==> src/rtl/hazard_ctrl.sv <==
// ----------------------------------------------------------------------------
// hazard_ctrl
//
// Purpose:
//   Pipeline hazard/stall scheduler for the 5-stage MIPS core. It works
//   alongside the forwarding unit and covers the cases forwarding cannot:
//     - load-use hazards (load in EX feeding the instruction in ID);
//     - branch/jr operand hazards (operands are resolved in ID, so a value
//       still being produced in EX, or a load in MEM, must be waited for);
//     - I/D cache-miss freezes from the L1/L2 hierarchy;
//     - structural hazards on the multi-cycle mult/div unit (MDU), tracked
//       by a small FSM plus a down-counter.
//
// Parameters:
//   MULT_LAT  cycles from mult issue (EX) to HI/LO valid, 2..255
//   DIV_LAT   cycles from div issue (EX) to HI/LO valid, 2..255
//   CNT_W     width of the performance counters
//
// Ports:
//   clk, rst                  clock, synchronous active-high reset
//   ICacheStall, DCacheStall  cache-miss freeze requests
//   RegWrite_IE, MemtoReg_IE  EX-stage writes a register / is a load
//   MemtoReg_EM               MEM-stage is a load
//   RegisterRd_IE/_EM         EX/MEM destination registers
//   RegisterRs_FD/Rt_FD       ID-stage source registers
//   Branch_FD                 ID holds beq/bne/jr
//   MduStart_FD, MduRead_FD   ID holds mult/div, mfhi/mflo
//   MduStart_IE, MduIsDiv_IE  EX issues an MDU op this cycle / it is a divide
//   StallF..StallW, FlushE    pipeline stall and bubble controls
//   MduBusy, MduDone          MDU in flight / HI-LO valid next cycle
//
// Configuration:
//   HAZARD_PERF_CNT_EN  when defined, adds StallCycles and FlushCycles
//                       (CNT_W bits, saturating, cleared on rst).
// ----------------------------------------------------------------------------
module hazard_ctrl #(
    parameter int MULT_LAT = 4,
    parameter int DIV_LAT  = 32,
    parameter int CNT_W    = 32
) (
    input  logic       clk,
    input  logic       rst,
    input  logic       ICacheStall,
    input  logic       DCacheStall,
    input  logic       RegWrite_IE,
    input  logic       MemtoReg_IE,
    input  logic       MemtoReg_EM,
    input  logic [4:0] RegisterRd_IE,
    input  logic [4:0] RegisterRd_EM,
    input  logic [4:0] RegisterRs_FD,
    input  logic [4:0] RegisterRt_FD,
    input  logic       Branch_FD,
    input  logic       MduStart_FD,
    input  logic       MduRead_FD,
    input  logic       MduStart_IE,
    input  logic       MduIsDiv_IE,
    output logic       StallF,
    output logic       StallD,
    output logic       FlushE,
    output logic       StallE,
    output logic       StallM,
    output logic       StallW,
    output logic       MduBusy,
    output logic       MduDone
`ifdef HAZARD_PERF_CNT_EN
    ,
    output logic [CNT_W-1:0] StallCycles,
    output logic [CNT_W-1:0] FlushCycles
`endif
);

    // Elaboration-time guards on the parameter ranges.
    if (MULT_LAT < 2 || MULT_LAT > 255) begin : g_bad_mult_lat
        $error("hazard_ctrl: MULT_LAT must be in 2..255");
    end
    if (DIV_LAT < 2 || DIV_LAT > 255) begin : g_bad_div_lat
        $error("hazard_ctrl: DIV_LAT must be in 2..255");
    end
    if (CNT_W < 1) begin : g_bad_cnt_w
        $error("hazard_ctrl: CNT_W must be at least 1");
    end

    localparam logic [1:0] S_IDLE = 2'd0;
    localparam logic [1:0] S_BUSY = 2'd1;
    localparam logic [1:0] S_DONE = 2'd2;

    // The counter is loaded with LAT-2: one cycle is the issue cycle itself
    // and one is the DONE cycle, so BUSY lasts LAT-1 cycles.
    localparam logic [7:0] MULT_LOAD = 8'(MULT_LAT - 2);
    localparam logic [7:0] DIV_LOAD  = 8'(DIV_LAT - 2);

    logic [1:0] state, state_nxt;
    logic [7:0] cnt, cnt_nxt;

    logic match_ie, match_em;
    logic lu, br, md, frz, hz;
    logic start_ok;

    // ------------------------------------------------------------------
    // Hazard detection. $zero is never a real dependency.
    // ------------------------------------------------------------------
    assign match_ie = (RegisterRd_IE != 5'd0) &&
                      ((RegisterRd_IE == RegisterRs_FD) || (RegisterRd_IE == RegisterRt_FD));
    assign match_em = (RegisterRd_EM != 5'd0) &&
                      ((RegisterRd_EM == RegisterRs_FD) || (RegisterRd_EM == RegisterRt_FD));

    assign lu  = MemtoReg_IE && match_ie;
    // A load in MEM cannot be forwarded into ID in time; an ALU result
    // in MEM can, so only MemtoReg_EM matters for the MEM term.
    assign br  = Branch_FD && ((RegWrite_IE && match_ie) || (MemtoReg_EM && match_em));
    // Any MDU instruction in ID waits while an operation is outstanding.
    assign md  = (MduStart_FD || MduRead_FD) && (state != S_IDLE);
    assign frz = ICacheStall || DCacheStall;
    assign hz  = lu || br || md;

    // A frozen pipeline does not actually advance the EX instruction,
    // so an issue seen during a freeze is not taken.
    assign start_ok = MduStart_IE && !frz;

    // ------------------------------------------------------------------
    // Stall / flush outputs
    // ------------------------------------------------------------------
    always_comb begin
        // NOTE: every always_comb output gets a default first so no path
        // can leave it unassigned and infer a latch.
        StallF = 1'b0;
        StallD = 1'b0;
        FlushE = 1'b0;
        StallE = 1'b0;
        StallM = 1'b0;
        StallW = 1'b0;
        if (rst) begin
            // All controls held inactive during reset.
        end else if (frz) begin
            // Whole pipe freezes; no bubble, the EX instruction is kept.
            StallF = 1'b1;
            StallD = 1'b1;
            StallE = 1'b1;
            StallM = 1'b1;
            StallW = 1'b1;
        end else if (hz) begin
            // Hold the front end and push a bubble into EX.
            StallF = 1'b1;
            StallD = 1'b1;
            FlushE = 1'b1;
        end
    end

    // ------------------------------------------------------------------
    // MDU sequencer. The MDU runs independently of pipeline freezes, so
    // the countdown continues regardless of frz.
    // ------------------------------------------------------------------
    always_comb begin
        state_nxt = state;
        cnt_nxt   = cnt;
        case (state)
            S_IDLE: begin
                if (start_ok) begin
                    state_nxt = S_BUSY;
                    cnt_nxt   = MduIsDiv_IE ? DIV_LOAD : MULT_LOAD;
                end
            end
            S_BUSY: begin
                // A start here is a protocol violation (md stalls ID) and
                // is simply ignored.
                if (cnt == 8'd0) begin
                    state_nxt = S_DONE;
                end else begin
                    cnt_nxt = cnt - 8'd1;
                end
            end
            S_DONE: begin
                if (start_ok) begin
                    state_nxt = S_BUSY;
                    cnt_nxt   = MduIsDiv_IE ? DIV_LOAD : MULT_LOAD;
                end else begin
                    state_nxt = S_IDLE;
                end
            end
            default: begin
                state_nxt = S_IDLE;
                cnt_nxt   = 8'd0;
            end
        endcase
    end

    always_ff @(posedge clk) begin
        // NOTE: sequential state uses non-blocking assignments so every
        // register samples pre-edge values regardless of block ordering.
        if (rst) begin
            state <= S_IDLE;
            cnt   <= 8'd0;
        end else begin
            state <= state_nxt;
            cnt   <= cnt_nxt;
        end
    end

    // Decoded straight from the state register, so both are glitch-free
    // registered signals.
    assign MduBusy = (state == S_BUSY);
    assign MduDone = (state == S_DONE);

`ifdef HAZARD_PERF_CNT_EN
    // ------------------------------------------------------------------
    // Saturating performance counters
    // ------------------------------------------------------------------
    always_ff @(posedge clk) begin
        if (rst) begin
            StallCycles <= '0;
            FlushCycles <= '0;
        end else begin
            if (StallF && (StallCycles != '1)) begin
                StallCycles <= StallCycles + 1'b1;
            end
            if (FlushE && (FlushCycles != '1)) begin
                FlushCycles <= FlushCycles + 1'b1;
            end
        end
    end
`endif

endmodule

==> config.mk <==
export PLATFORM = sky130hd
export DESIGN_NAME = hazard_ctrl
export DESIGN_NICKNAME = d
export VERILOG_FILES = /design/src/rtl/hazard_ctrl.sv
export SDC_FILE = /design/constraint.sdc
export NUM_CORES = 1
export LEC_CHECK = 0
export ABC_AREA = 1
export ABC_CLOCK_PERIOD_IN_PS = 1200
export CORE_MARGIN = 1.5
export CORE_UTILIZATION = 39
export CTS_BUF_LIST = sky130_fd_sc_hd__clkbuf_4 sky130_fd_sc_hd__clkbuf_8 sky130_fd_sc_hd__clkbuf_16
export CTS_CLUSTER_SIZE = 25
export DETAILED_ROUTE_END_ITERATION = 12
export PLACE_DENSITY_LB_ADDON = 0.15
export SYNTH_ARGS = -nofsm -noshare
export SYNTH_HDL_FRONTEND = slang
export SYNTH_SLANG_ARGS = --single-unit
export TNS_END_PERCENT = 5
==> constraint.sdc <==
create_clock -name clk -period 1.2 [get_ports clk]
set_input_delay 0.12 -clock clk [delete_from_list [all_inputs] [get_ports clk]]
set_output_delay 0.12 -clock clk [all_outputs]
set_load 0.02 [all_outputs]
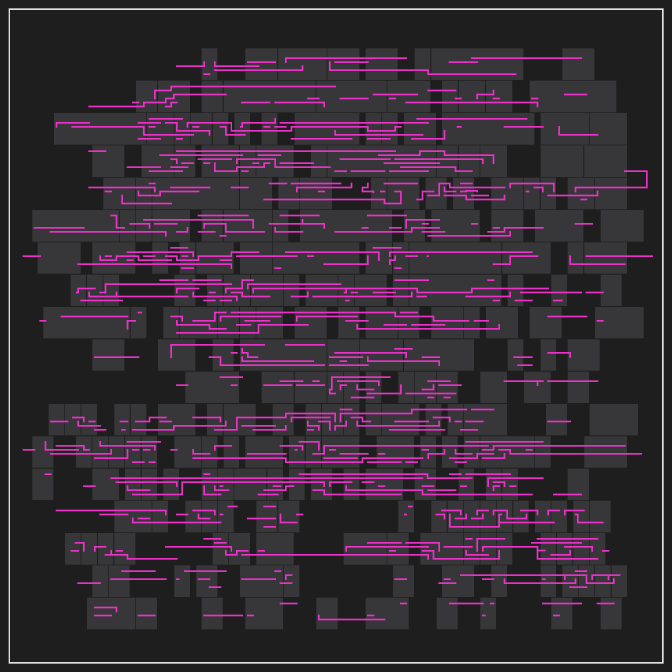
**Above:** run 1 (M1 wires).
share of all routed wire: 46%
main direction: horizontal
wire length on this layer: 1470 um
Via Count: 1350
final WL: 3200 um
met1 Resource Use GR: 28.4%

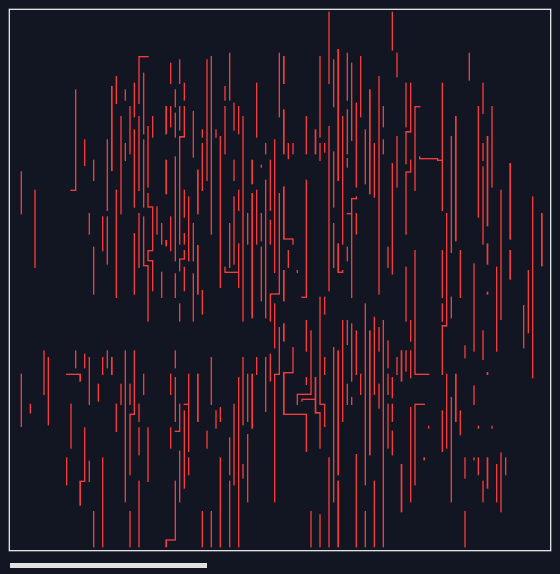
**Above:** run 1 (signal wires on met2).
Bar = 20 um.
main direction: vertical
wire length on this layer: 1570 um
share of all routed wire: 49%
grt met2 use: 39.1%

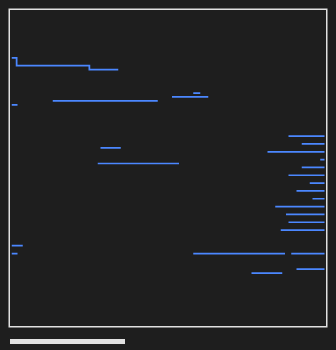
**Above:** run 1 (met3 routing).
Bar = 20 um.
wire length on this layer: 162 um
share of all routed wire: 5.1%
nets with wire on the layer: 26
longest straight run: 17.9 um
met3 GRT Util: 4.10%

==> flow_summary.yaml, run 1 <==
# yosys + openroad results
run_status:
  status: "complete, but fails checks"
  violations: "negative setup slack"
final_layout:
  layout-drive-gt1-share_pct: 39.8
  final_util_pct: 68.7
  mostFrequentLayoutCells: "56 x nand2_1, 29 x buf_4, 28 x inv_1"
job:
  cap_violations: 0
power:
  finalPower_mw: 1.32
synth:
  ys_seq_share_pct: 19.1
  logic_family: "simple AND/OR/NAND/NOR gates"
  ys_sh_aoi_pct: 9.65
  ys_ff: 10
  syn_avg_cell_area_um2: 5.58
  yosysWarnings: 0
worst_setup_path:
  critPathMaxFanout: 8
  critPathKind: "register to register"
detailed_routing:
  drt_pass1_iterations: 5
  wl_per_cell_um: 11.2
  drt_iter0_drc: 40
timing:
  layout_setup_ws_ns: -0.0728
  finalSetupViolations: 14
  finalHoldViolCount: 0
cts:
  cts_max_level: 1
floorplan:
  io_pins: 40
  die_y_um: 54.9
place:
  place_congestion: 0.889
## run 1: area by class of cell
cell class              count  area, um^2  share of cell area, %
well taps                  30        37.5                   2.17
flip-flops and latches     10         208                   12.0
multi-input cells         137         797                   46.0
clock buffers               3        22.5                   1.30
repair buffers             68         518                   29.9
inverters                  38         150                   8.66
## run 1: final timing paths
check / to / slack [ns] / depth (start not counted)
setup / recovery: cnt[2]$_SDFFE_PP0P_ / -0.07 / 8
hold / removal: cnt[1]$_SDFFE_PP0P_ / 0.53 / 2
hold reg to reg: cnt[1]$_SDFFE_PP0P_ / 0.53 / 2
setup reg to reg: cnt[2]$_SDFFE_PP0P_ / -0.07 / 8
## run 1: registers in the layout, indices dropped and copies added, names as in the netlist
name / flops
state: 2
cnt: 8
## run 1: worst max-delay path, cell delays in order (launching register included)
cell	delay, ns
dfxtp_2	0.37
inv_2	0.07
ha_4	0.17
nand4_4	0.10
nand2_8	0.09
a21oi_4	0.20
nand2_2	0.08
nand2_2	0.07
nor2_2	0.03
## run 1: kinds of logic (layout without fill, tap and decap cells)
| group | Yosys count | after routing |
|---|---|---|
| flops | 10 | 10 |
| fa+ha+maj | 2 | 2 |
| simple gates | 109 | 109 |
| compound gates | 19 | 19 |
| xor+xnor | 7 | 7 |
| buf+inv | 41 | 109 |
## run 1: routing by layer
metal  global-route usage (%)  part of all wire [%]  routed length, um  vias to the layer above
met4                     2.50                     0                  0                        0
met5                        0                     0                  0                        -
met1                     28.4                    46               1470                      604
met2                     39.1                    49               1570                       35
met3                     4.10                   5.0                161                        0
li1                         -                     -                  -                      711
## run 1: power by group through the flow
stage	combinational [mW]	sequential (mW)	clock, mW
5_1_grt	0.777	0.388	0.253
2_1_floorplan	0.325	0.385	0
6_report	0.708	0.385	0.228
3_3_place_gp	0.620	0.383	0
4_1_cts	0.632	0.379	0.233
3_5_place_dp	0.635	0.384	0
## run 1: Yosys cell counts
cell type	n	share of area (%)
dfxtp_1	10	19
or2_2	1	0.60
a21oi_2	1	0.83
nor3_1	5	2.4
inv_1	34	12
clkinv_1	1	0.36
o22ai_1	1	0.60
nor2_1	22	7.9
nand4_4	1	2.0
nor2_2	2	1.2
xnor2_1	4	3.3
nand3_1	12	5.7
o21ai_0	3	1.4
nand4_1	1	0.60
xor2_1	3	2.5
inv_2	3	1.1
a21oi_1	7	3.3
nor3b_2	1	1.2
nand2_1	61	22
buf_4	3	2.1
nor2_8	1	1.9
ha_1	2	2.4
nand2_4	1	1.1
o21ai_1	6	2.9
nor3_2	1	0.95
a31oi_1	1	0.60
## run 1: per-stage QoR
step           hold WS, ns  setup WS (ns)  instances
6_report             0.530        -0.0728        286
5_1_grt              0.535         -0.155        286
4_1_cts              0.526        -0.0895        285
3_5_place_dp         0.533         -0.914        279
3_3_place_gp         0.526         -0.896        279
2_1_floorplan        0.189      -0.000291        188
## run 1: repair_timing
action,in CTS,in global routing
endpoints found under the setup margin,16,17
gates cloned,0,0
pin swaps,28,12
gates resized,135,30
endpoints found under the hold margin,0,0
buffers inserted,3,1
--- run 2 (diff from run 1) ---
- SLEW_MARGIN: not set -> 10
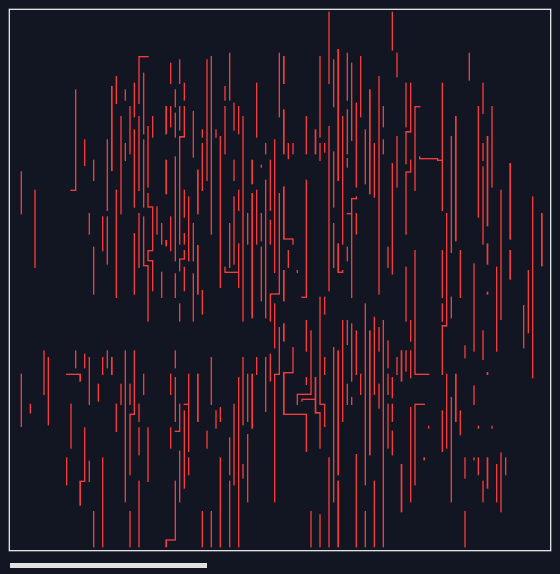
**Above:** run 2 (signal wires on met2).
Bar = 20 um.
main direction: vertical
nets with wire on the layer: 233

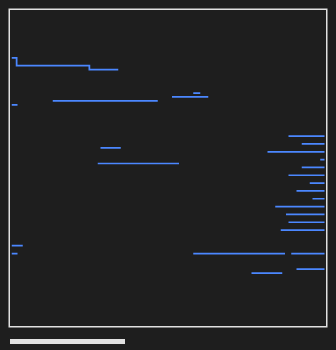
**Above:** run 2 (met3 routing).
Bar = 20 um.
wire length on this layer: 162 um
longest straight run: 17.9 um
share of all routed wire: 5.1%
nets with wire on the layer: 26

==> flow_summary.yaml, run 2 <==
# yosys + openroad results
place:
  dp_hpwl_um: 2500
  pre_cts_ws_ns: -0.914
  place_congestion: 0.889
detailed_routing:
  routed_wl_um: 3200
  drt_iter0_drc: 40
  wl_per_cell_um: 11.2
  vias: 1350
  drt_pass1_iterations: 5
synth:
  flop_cell: "dfxtp_1"
  ys_ff: 10
  ys_seq_share_pct: 19.1
  synth.most_common_cell: "nand2_1"
  top_area_cell: "nand2_1"
  synth_cell_types: 26
  syn_avg_cell_area_um2: 5.58
  synth.area.top_cells: "nand2_1 22%, dfxtp_1 19%, inv_1 12%"
  synth-edff-count: 0
  async_flop_share_pct: 0
  yosysWarnings: 0
  top_cells_by_count: "61 x nand2_1, 34 x inv_1, 22 x nor2_1, 12 x nand3_1, 10 x dfxtp_1"
  synth_top_area_share_pct: 21.8
final_layout:
  area_growth_pct: 65.1
  mostFrequentLayoutCells: "56 x nand2_1, 29 x buf_4, 28 x inv_1"
  reg_top3: "cnt x8, state x2"
  final_util_pct: 68.7
  largest_reg_flops: 8
  layout-drive-gt1-share_pct: 39.8
  regMostFlops: "cnt"
floorplan:
  io_pins: 40
  die_y_um: 54.9
  die_w_um: 54.9
worst_setup_path:
  critPathMaxFanout: 8
  critPathKind: "register to register"
timing:
  layout_setup_ws_ns: -0.0728
  finalSetupViolations: 14
  finalHoldViolCount: 0
  tightest_slew_ns: 0.243
run_status:
  violations: "negative setup slack"
  status: "complete, but fails checks"
cts:
  cts_made_buffers: 3
  postCtsHoldBufs: 0
  cts_max_level: 1
power:
  peakVddDrop_v: 0.000916
  finalPower_mw: 1.32
job:
  cap_violations: 0
[run 2: cell counts after synthesis]
No cell type changed its count.
[run 2: critical path, stage by stage, from the launching register on]
cell	delay, ns
dfxtp_2	0.37
inv_2	0.07
ha_4	0.17
nand4_4	0.10
nand2_8	0.09
a21oi_4	0.20
nand2_2	0.08
nand2_2	0.07
nor2_2	0.03
[run 2: stage by stage]
step	instance area [um^2]	instances	hold WS, ns	TNS, ns
floorplan	1050	188	0.189	-0.000291
global placement	1650	279	0.526	-6.23
detailed placement	1650	279	0.533	-6.49
CTS	1620	285	0.526	-0.820
global route	1730	286	0.535	-1.64
finish	1730	286	0.530	-0.589
[run 2: final cells by class]
class | count | area, um^2 | area share [%]
multi-input cells | 137 | 797 | 46.0
inverters | 38 | 150 | 8.66
clock buffers | 3 | 22.5 | 1.30
repair buffers | 68 | 518 | 29.9
flip-flops and latches | 10 | 208 | 12.0
well taps | 30 | 37.5 | 2.17
[run 2: layer usage]
layer / track usage, % / routed length [um] / up-vias
met5: 0 / 0 / -
li1: - / - / 711
met1: 28.4 / 1470 / 604
met3: 4.10 / 161 / 0
met2: 39.1 / 1570 / 35
met4: 2.50 / 0 / 0
[run 2: power breakdown]
group          switching [mW]  leakage (nW)  internal (mW)  total (mW)
sequential             0.0240        0.0842          0.361       0.385
combinational           0.362         0.829          0.346       0.708
clock                   0.112        0.0138          0.116       0.228
[run 2: repair_timing]
action	4_1_cts	5_1_grt
endpoints found under the setup margin	16	17
pin swaps	28	12
endpoints found under the hold margin	0	0
setup buffers	3	1
resized	135	30
[run 2: kinds of logic after synthesis]
logic type      count (synthesis)  synth area share [%]
compound gates                 19                  9.65
buf+inv                        41                  15.7
flops                          10                  19.1
simple gates                  109                  47.3
fa+ha+maj                       2                  2.38
xor+xnor                        7                  5.84
[run 2: final timing paths]
| kind | start | end | slack [ns] | depth (start not counted) |
|---|---|---|---|---|
| worst max-delay path | cnt[0]$_SDFFE_PP0P_ | cnt[2]$_SDFFE_PP0P_ | -0.07 | 8 |
| worst min-delay path | cnt[1]$_SDFFE_PP0P_ | cnt[1]$_SDFFE_PP0P_ | 0.53 | 2 |
| worst max register to register | cnt[0]$_SDFFE_PP0P_ | cnt[2]$_SDFFE_PP0P_ | -0.07 | 8 |
| worst min register to register | cnt[1]$_SDFFE_PP0P_ | cnt[1]$_SDFFE_PP0P_ | 0.53 | 2 |
Power and IR drop assume default switching activity.
